<file path="config.mk">
export PLATFORM = sky130hd
export DESIGN_NAME = ram_dp_fifo_ctrl_flat
export DESIGN_NICKNAME = d
export VERILOG_FILES = /design/src/rtl/ram_dp_pkg.sv /design/src/rtl/ram_dp_fifo_ctrl_if.sv /design/src/rtl/ram_dp_fifo_ptr.sv /design/src/rtl/ram_dp_fifo_ctrl.sv /design/src/flat_wrapper.sv
export SDC_FILE = /design/constraint.sdc
export NUM_CORES = 1
export LEC_CHECK = 0
export CAP_MARGIN = 0
export CORE_ASPECT_RATIO = 1.4
export CORE_MARGIN = 4
export CORE_UTILIZATION = 43
export DETAILED_ROUTE_END_ITERATION = 12
export GPL_ROUTABILITY_DRIVEN = 0
export PLACE_DENSITY_LB_ADDON = 0.25
export SLEW_MARGIN = 20
export SYNTH_ARGS = -nofsm -noshare
export SYNTH_HDL_FRONTEND = slang
export SYNTH_HIERARCHICAL = 1
export SYNTH_SLANG_ARGS = --single-unit
</file>
<file path="constraint.sdc">
create_clock -name clk -period 2.17 [get_ports clk]
set_input_delay 0.434 -clock clk [delete_from_list [all_inputs] [get_ports clk]]
set_output_delay 0.434 -clock clk [all_outputs]
set_load 0.02 [all_outputs]
</file>
<file path="src/rtl/ram_dp_pkg.sv">
// ram_dp_pkg
//   Shared constants for the ram_dp FIFO controller slice: default address
//   and data widths, the resulting FIFO depth, and the fill-count width.
package ram_dp_pkg;

    localparam int DEF_ADDR_WIDTH = 8;
    localparam int DEF_DATA_WIDTH = 8;
    localparam int DEPTH          = 2 ** DEF_ADDR_WIDTH;

    // The count must be able to represent a completely full FIFO (== DEPTH),
    // which needs one bit more than a pointer.
    function automatic int count_width(input int addr_width);
        return addr_width + 1;
    endfunction

    localparam int CNT_WIDTH = count_width(DEF_ADDR_WIDTH);

endpackage

</file>
<file path="src/rtl/ram_dp_fifo_ctrl_if.sv">
// ram_dp_fifo_ctrl_if
//   User-side FIFO bus of ram_dp_fifo_ctrl.
//   master : drives push/wr_data/pop, observes read data and status
//   slave  : the controller; accepts requests, returns rd_data/rd_valid,
//            full/empty/count and the overflow/underflow pulses
interface ram_dp_fifo_ctrl_if #(
    parameter int ADDR_WIDTH = ram_dp_pkg::DEF_ADDR_WIDTH,
    parameter int DATA_WIDTH = ram_dp_pkg::DEF_DATA_WIDTH
) ();

    logic                  push;
    logic [DATA_WIDTH-1:0] wr_data;
    logic                  pop;
    logic [DATA_WIDTH-1:0] rd_data;
    logic                  rd_valid;
    logic                  full;
    logic                  empty;
    logic [ram_dp_pkg::count_width(ADDR_WIDTH)-1:0] count;
    logic                  overflow;
    logic                  underflow;

    modport master (
        output push, wr_data, pop,
        input  rd_data, rd_valid, full, empty, count, overflow, underflow
    );

    modport slave (
        input  push, wr_data, pop,
        output rd_data, rd_valid, full, empty, count, overflow, underflow
    );

endinterface

</file>
<file path="src/rtl/ram_dp_fifo_ptr.sv">
// ram_dp_fifo_ptr
//   Wrapping pointer register. Advances by one when en is high and wraps
//   from 2**WIDTH-1 back to 0 through natural overflow.
//   clk : clock, rising edge
//   rst : synchronous, active-high reset (pointer -> 0)
//   en  : advance the pointer this edge
//   ptr : current pointer value
module ram_dp_fifo_ptr
    import ram_dp_pkg::*;
#(
    parameter int WIDTH = DEF_ADDR_WIDTH
) (
    input  logic             clk,
    input  logic             rst,
    input  logic             en,
    output logic [WIDTH-1:0] ptr
);

    // NOTE: state registers use non-blocking assignments so every flop
    // samples the pre-edge values of the others, avoiding simulation races.
    always_ff @(posedge clk) begin
        if (rst) begin
            ptr <= '0;
        end else if (en) begin
            ptr <= ptr + 1'b1;
        end
    end

endmodule

</file>
<file path="src/rtl/ram_dp_fifo_ctrl.sv">
// ram_dp_fifo_ctrl
//   Turns an external dual-port ram_dp into a 2**ADDR_WIDTH-entry FIFO.
//   Port 0 is used write-only, port 1 read-only.
//   clk, rst        : clock and synchronous active-high reset
//   fifo            : user-side FIFO bus (slave modport)
//   address_0..oe_0 : RAM port 0 (write) controls and write data
//   address_1..oe_1 : RAM port 1 (read) controls; data_1 is the registered
//                     RAM read data
//   Read latency: pop accepted at edge N -> rd_valid/rd_data after edge N+2.
module ram_dp_fifo_ctrl
    import ram_dp_pkg::*;
#(
    parameter int ADDR_WIDTH = DEF_ADDR_WIDTH,
    parameter int DATA_WIDTH = DEF_DATA_WIDTH
) (
    input  logic                  clk,
    input  logic                  rst,
    ram_dp_fifo_ctrl_if.slave     fifo,
    output logic [ADDR_WIDTH-1:0] address_0,
    output logic [DATA_WIDTH-1:0] data_0,
    output logic                  cs_0,
    output logic                  we_0,
    output logic                  oe_0,
    output logic [ADDR_WIDTH-1:0] address_1,
    input  logic [DATA_WIDTH-1:0] data_1,
    output logic                  cs_1,
    output logic                  we_1,
    output logic                  oe_1
);

    localparam logic [ADDR_WIDTH:0] FULL_LEVEL = {1'b1, {ADDR_WIDTH{1'b0}}};

    logic                  push_ok;
    logic                  pop_ok;
    logic [ADDR_WIDTH-1:0] wr_ptr;
    logic [ADDR_WIDTH-1:0] rd_ptr;
    logic [ADDR_WIDTH:0]   count_next;
    // [0]: RAM address presented, [1]: RAM output register holds the word
    logic [1:0]            valid_pipe;

    // At full a simultaneous pop is still accepted and the push is rejected;
    // at empty the push is accepted and the pop rejected. Both fall out of
    // gating each request only by its own flag.
    assign push_ok = fifo.push && !fifo.full;
    assign pop_ok  = fifo.pop  && !fifo.empty;

    assign oe_0 = 1'b0;
    assign we_1 = 1'b0;

    ram_dp_fifo_ptr #(.WIDTH(ADDR_WIDTH)) u_wr_ptr (
        .clk (clk),
        .rst (rst),
        .en  (push_ok),
        .ptr (wr_ptr)
    );

    ram_dp_fifo_ptr #(.WIDTH(ADDR_WIDTH)) u_rd_ptr (
        .clk (clk),
        .rst (rst),
        .en  (pop_ok),
        .ptr (rd_ptr)
    );

    always_comb begin
        count_next = fifo.count;
        if (push_ok && !pop_ok) begin
            count_next = fifo.count + 1'b1;
        end else if (pop_ok && !push_ok) begin
            count_next = fifo.count - 1'b1;
        end
    end

    // Flags are derived from count_next so full/empty always agree with
    // count in the same cycle.
    always_ff @(posedge clk) begin
        if (rst) begin
            address_0      <= '0;
            data_0         <= '0;
            cs_0           <= 1'b0;
            we_0           <= 1'b0;
            address_1      <= '0;
            cs_1           <= 1'b0;
            oe_1           <= 1'b0;
            valid_pipe     <= '0;
            fifo.rd_data   <= '0;
            fifo.rd_valid  <= 1'b0;
            fifo.count     <= '0;
            fifo.full      <= 1'b0;
            fifo.empty     <= 1'b1;
            fifo.overflow  <= 1'b0;
            fifo.underflow <= 1'b0;
        end else begin
            cs_0 <= push_ok;
            we_0 <= push_ok;
            if (push_ok) begin
                address_0 <= wr_ptr;
                data_0    <= fifo.wr_data;
            end

            cs_1 <= 1'b1;
            oe_1 <= 1'b1;
            if (pop_ok) begin
                address_1 <= rd_ptr;
            end

            valid_pipe    <= {valid_pipe[0], pop_ok};
            fifo.rd_valid <= valid_pipe[1];
            if (valid_pipe[1]) begin
                fifo.rd_data <= data_1;
            end

            fifo.count     <= count_next;
            fifo.full      <= (count_next == FULL_LEVEL);
            fifo.empty     <= (count_next == '0);
            fifo.overflow  <= fifo.push && fifo.full;
            fifo.underflow <= fifo.pop && fifo.empty;
        end
    end

endmodule

</file>
<file path="src/flat_wrapper.sv">
// flat-port wrapper written by rule: the top's interface ports become plain ports
module ram_dp_fifo_ctrl_flat import ram_dp_pkg::*;
#(
    parameter int ADDR_WIDTH = DEF_ADDR_WIDTH,
    parameter int DATA_WIDTH = DEF_DATA_WIDTH
)
  (clk, rst, address_0, data_0, cs_0, we_0, oe_0, address_1, data_1, cs_1, we_1, oe_1, fifo_push, fifo_wr_data, fifo_pop, fifo_rd_data, fifo_rd_valid, fifo_full, fifo_empty, fifo_count, fifo_overflow, fifo_underflow);
  ram_dp_fifo_ctrl_if #(.ADDR_WIDTH(ADDR_WIDTH), .DATA_WIDTH(DATA_WIDTH)) fifo_i ();
  input  logic clk;
  input  logic rst;
  output logic [ADDR_WIDTH-1:0] address_0;
  output logic [DATA_WIDTH-1:0] data_0;
  output logic cs_0;
  output logic we_0;
  output logic oe_0;
  output logic [ADDR_WIDTH-1:0] address_1;
  input  logic [DATA_WIDTH-1:0] data_1;
  output logic cs_1;
  output logic we_1;
  output logic oe_1;
  input wire logic [$bits(fifo_i.push)-1:0] fifo_push;
  input wire logic [$bits(fifo_i.wr_data)-1:0] fifo_wr_data;
  input wire logic [$bits(fifo_i.pop)-1:0] fifo_pop;
  output wire logic [$bits(fifo_i.rd_data)-1:0] fifo_rd_data;
  output wire logic [$bits(fifo_i.rd_valid)-1:0] fifo_rd_valid;
  output wire logic [$bits(fifo_i.full)-1:0] fifo_full;
  output wire logic [$bits(fifo_i.empty)-1:0] fifo_empty;
  output wire logic [$bits(fifo_i.count)-1:0] fifo_count;
  output wire logic [$bits(fifo_i.overflow)-1:0] fifo_overflow;
  output wire logic [$bits(fifo_i.underflow)-1:0] fifo_underflow;
  assign fifo_i.push = fifo_push;
  assign fifo_i.wr_data = fifo_wr_data;
  assign fifo_i.pop = fifo_pop;
  assign fifo_rd_data = fifo_i.rd_data;
  assign fifo_rd_valid = fifo_i.rd_valid;
  assign fifo_full = fifo_i.full;
  assign fifo_empty = fifo_i.empty;
  assign fifo_count = fifo_i.count;
  assign fifo_overflow = fifo_i.overflow;
  assign fifo_underflow = fifo_i.underflow;
  ram_dp_fifo_ctrl #(.ADDR_WIDTH(ADDR_WIDTH), .DATA_WIDTH(DATA_WIDTH)) u_core (.clk(clk), .rst(rst), .fifo(fifo_i), .address_0(address_0), .data_0(data_0), .cs_0(cs_0), .we_0(we_0), .oe_0(oe_0), .address_1(address_1), .data_1(data_1), .cs_1(cs_1), .we_1(we_1), .oe_1(oe_1));
endmodule
</file>
==> results.py, run 1 <==
# Physical implementation metrics
metrics = {
    "yosys": {
        "netlist.area_leader.share": 0.485,
        "largest_area_cell": "dfxtp_1",
        "ys_types": 41,
        "synthAoiAreaFrac": 0.109,
        "edf_count": 0,
        "syn-mean-instance-area_um2": 8.84,
    },
    "layout": {
        "largest_reg_flops": 9,
        "finalNetCount": 414,
    },
    "pwr": {
        "power_frac_seq": 0.404,
        "pwr-share-clk": 0.331,
        "power_leader": "registers",
        "p_seq_uw": 1380,
    },
    "clocking": {
        "cts_tree": "built",
        "insertion_delay_ps": 340,
    },
    "global_routing": {
        "overflow": 0,
        "met2_usage": 0.294,
    },
    "critical_path": {
        "slowest_stage": "or4b_2",
        "crit_chain": "inv_2 > ha_1 > or4b_2 > nor4_2 > a31oi_1 > xor2_1 > nand4_1 > nor3_2",
    },
    "sta": {
        "hold_ws_ps": 433,
        "finClkSkew_ps": 11.0,
    },
    "status": {
        "status": "finished, final reports clean",
    },
    "route": {
        "route.vias.total": 2394,
    },
    "floorplan": {
        "pin_count": 72,
        "die-area_um2": 7690,
    },
}
run 1: metrics by stage:
step / cells / setup WS, ps / util
after floorplan: 309 / 11.3 / -
after global placement: 451 / -135 / 0.580
after detailed placement: 451 / -168 / 0.580
after CTS: 466 / 126 / 0.615
after global routing: 466 / -13.0 / 0.616
final: 466 / 162 / 0.616
run 1: repair_timing:
action | 4_1_cts | 5_1_grt
buffers inserted | 0 | 0
endpoints found under the hold margin | 0 | 0
resized | 0 | 2
endpoints found under the setup margin | 0 | 2
run 1: layer usage:
| layer | vias to the layer above | part of all wire |
|---|---|---|
| met5 | - | 0 |
| met4 | 0 | 0.026 |
| met3 | 17 | 0.055 |
| met2 | 66 | 0.51 |
| met1 | 1111 | 0.41 |
| li1 | 1200 | - |
==> run_1/congestion.png <==
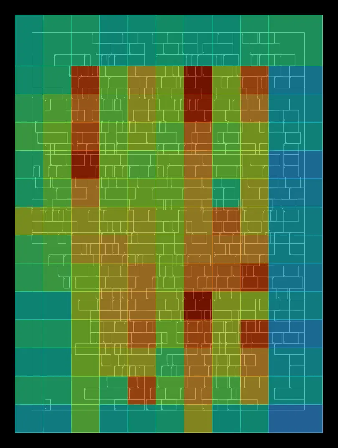
met1 Usage GRT: 0.183
GR peak layer: met2
wire length per cell: 13.5 um

==> run_1/sizes.png <==
(4 px per um)
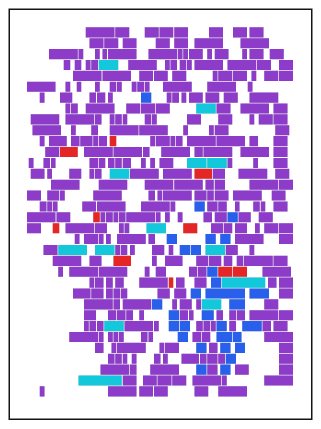
Purple shows _0 and _1 cells, cells 341. Blue shows _3 and _4 cells, cells 30. Cyan shows _6 and larger, cells 13. Red shows _2 cells, cells 10.
post-route cell area: 3800 um2
Signal buffers: 93
P&R area growth vs syn: 39.6%
final worst setup slack: 162 ps

==> run_1/layer_met3.png <==
(4 px per um)
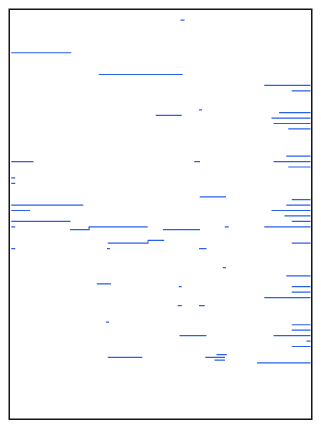
The wires run mostly horizontal. The layer carries 344 um of wire. The layer holds 5.5% of the routed length. The longest straight run is 20.7 um.
Total Routed Length: 6300 um
met3 Usage GRT: 0.0404

==> run 2, diff against run 1 <==
- CORE_UTILIZATION: 43 -> 45
- CTS_BUF_LIST: not set -> sky130_fd_sc_hd__clkbuf_4
- SLEW_MARGIN: 20 -> 30
==> run_2/layer_met3.png <==
(4 px per um)
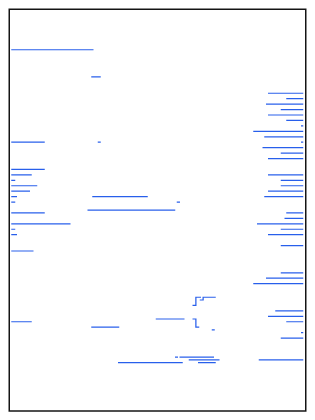
57 nets have wire on it. The longest straight run is 21.6 um. The wires run mostly horizontal. The layer carries 410 um of wire. The layer holds 6.5% of the routed length.
met3 Usage GRT: 0.0481
via count: 2434

==> results.py, run 2 <==
# Physical implementation metrics
metrics = {
    "status": {
        "status": "finished, final reports clean",
    },
    "critical_path": {
        "crit_buf_inv": 2,
        "slowest_stage": "clkdlybuf4s50_1",
        "crit_chain": "buf_4 > clkdlybuf4s50_1",
        "rr_startpoint": "u_core/fifo.count[0]$_SDFF_PP0_",
    },
    "layout": {
        "num_antenna_cells": 0,
        "finalNetCount": 413,
        "post-route-util": 0.632,
        "largest_reg_flops": 9,
        "synthToLayoutAreaGrowth_pct": 36.1,
        "stdcell_count": 464,
    },
    "sta": {
        "hold_ws_ps": 444,
        "tns_ps": 0,
        "layout_setup_ws_ps": 141,
        "finClkSkew_ps": 8.57,
    },
    "floorplan": {
        "pin_count": 72,
        "die-area_um2": 7380,
    },
    "placement": {
        "dp_cells": 447,
        "dp_slack_ps": -137,
        "placed_cell_area_um2": 3560,
    },
    "clocking": {
        "cts_setup_buffers": 0,
        "cts_tree": "built",
        "insertion_delay_ps": 400,
        "cts.repair.resized": 1,
    },
    "pwr": {
        "netSwitchingPower_uw": 971,
        "p_seq_uw": 1380,
        "power_frac_seq": 0.462,
    },
    "yosys": {
        "largest_area_cell": "dfxtp_1",
        "netlist.area_leader.share": 0.485,
        "synth-seq-area-share": 0.485,
        "ys_types": 41,
        "async_reset_ff_frac": 0,
        "common_cells": "dfxtp_1, nand2_1, a21oi_1",
        "edf_count": 0,
        "topCellsByArea": "dfxtp_1, nand2_1, a21oi_1",
    },
    "route": {
        "wire_per_inst_um": 13.7,
        "met3WireLength_um": 410,
        "wl_met2_um": 3210,
        "met1_length_um": 2570,
        "routed_wl_um": 6340,
    },
    "global_routing": {
        "overflow": 0,
        "met2_usage": 0.310,
    },
}
==> run_2/placement_by_type.png <==
(4 px per um) Fill, decap, tap and diode cells in grey.
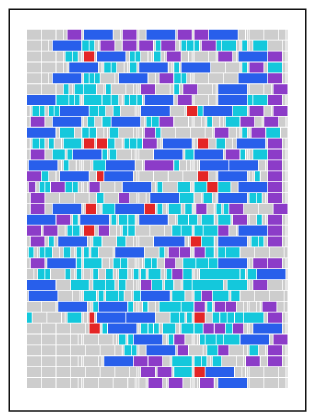
Purple shows remaining buffers and delay cells, cells 92. Blue shows sequential cells, cells 66. Cyan shows combinational and other logic, cells 220. Red shows clock drivers and dummy loads, cells 16.
flop share of the area: 0.357
post-route cell area: 3700 um2

run 2: cell count changes in the layout (fill, tap and decap cells not counted), moves of 2 or more:
cell / before / now
clkbuf_8: 10 / 0
clkinvlp_4: 0 / 3
bufinv_16: 2 / 0
clkbuf_4: 0 / 11
run 2: layout make-up:
cell class	count	area [um2]	area share
inverter	6	25.0	0.00675
sequential	66	1320	0.357
tap	70	87.6	0.0236
timing repair buffer	92	871	0.235
clock buffer	11	82.6	0.0223
multi-input combinational	214	1280	0.347
clock inverter	5	31.3	0.00844
run 2: kinds of logic (layout without fill, tap and decap cells):
family	count (synthesis)	after routing	share of synthesized area
compound gates	50	50	0.109
xor+xnor	18	18	0.0579
fa+ha+maj	4	4	0.0184
buf+inv	29	114	0.0519
flops	66	66	0.485
mux	11	11	0.0404
other cells	1	2	0.00138
simple gates	129	129	0.235
==> run 3, diff against run 2 <==
- SKIP_LAST_GASP: not set -> 1
==> run_3/sizes.png <==
(4 px per um)
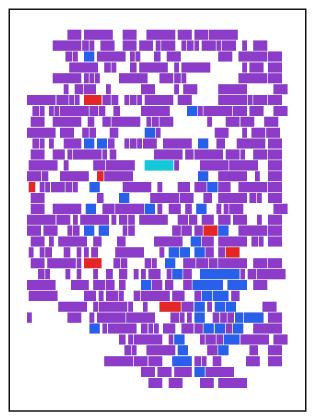
Cyan shows _6 and larger, cells 1. Blue shows _3 and _4 cells, cells 44. Red shows _2 cells, cells 7. Purple shows _0 and _1 cells, cells 342.
P&R area growth vs syn: 36.0%
post-route cell area: 3700 um2
final worst setup slack: 74.9 ps
Signal buffers: 92

==> results.py, run 3 <==
# Physical implementation metrics
metrics = {
    "global_routing": {
        "overflow": 0,
        "use_met3": 0.0481,
    },
    "sta": {
        "finClkSkew_ps": 8.57,
    },
    "placement": {
        "dp_slack_ps": -137,
        "dp_cells": 447,
        "placed_cell_area_um2": 3560,
    },
    "critical_path": {
        "slowest_stage": "clkdlybuf4s50_1",
        "crit_buf_inv": 1,
        "crit_chain": "clkdlybuf4s50_1",
    },
    "yosys": {
        "yosys.area_share.simple": 0.235,
        "synthAoiAreaFrac": 0.109,
        "topCellsByArea": "dfxtp_1, nand2_1, a21oi_1",
        "synth-seq-area-share": 0.485,
        "async_reset_ff_frac": 0,
        "netlist.area_leader.share": 0.485,
        "largest_area_cell": "dfxtp_1",
        "adder_share": 0.0184,
        "edf_count": 0,
        "logic_family": "simple AND/OR/NAND/NOR gates",
        "ys_types": 41,
    },
    "clocking": {
        "insertion_delay_ps": 400,
        "cts_setup_buffers": 0,
        "cts.repair.resized": 1,
    },
    "route": {
        "wl_met2_um": 3210,
        "met3WireLength_um": 410,
        "routed_wl_um": 6340,
        "met1_length_um": 2570,
    },
    "layout": {
        "largest_reg_flops": 9,
        "finalNetCount": 413,
        "num_antenna_cells": 0,
    },
    "pwr": {
        "netSwitchingPower_uw": 971,
        "p_seq_uw": 1370,
    },
    "status": {
        "status": "finished, final reports clean",
    },
    "floorplan": {
        "die-area_um2": 7380,
    },
}
==> run_3/placement_by_type.png <==
(4 px per um) Fill, decap, tap and diode cells in grey.
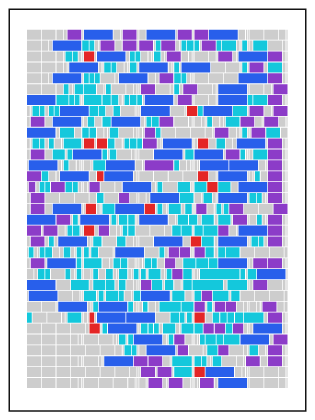
Cyan shows combinational and other logic, cells 220. Purple shows remaining buffers and delay cells, cells 92. Red shows clock drivers and dummy loads, cells 16. Blue shows sequential cells, cells 66.
utilization after layout: 0.632
core area: 5860 um2
flop share of the area: 0.357
std cell rows: 33

## run 3: cell counts in the layout (fill, tap and decap cells not counted)
No cell type changed its count.
## run 3: layout make-up
cell class	instances	area (um2)
clock buffer	11	82.6
sequential	66	1320
multi-input combinational	214	1280
fill	538	2160
timing repair buffer	92	871
inverter	6	25.0
tap	70	87.6
clock inverter	5	31.3
## run 3: final timing paths
check / to / cells after the start
setup / recovery: fifo_count[4] / 1
hold / removal: u_core/valid_pipe[1]$_SDFF_PP0_ / 1
setup reg to reg: u_core/fifo.full$_SDFF_PP0_ / 8
hold reg to reg: u_core/valid_pipe[1]$_SDFF_PP0_ / 1
## run 3: through the flow
stage | utilization | hold WS (ps)
after global routing | 0.632 | 466
final | 0.632 | 444
after floorplan | - | 414
after detailed placement | 0.607 | 421
after CTS | 0.628 | 445
after global placement | 0.607 | 429
Power is estimated from default activity; no workload was simulated.
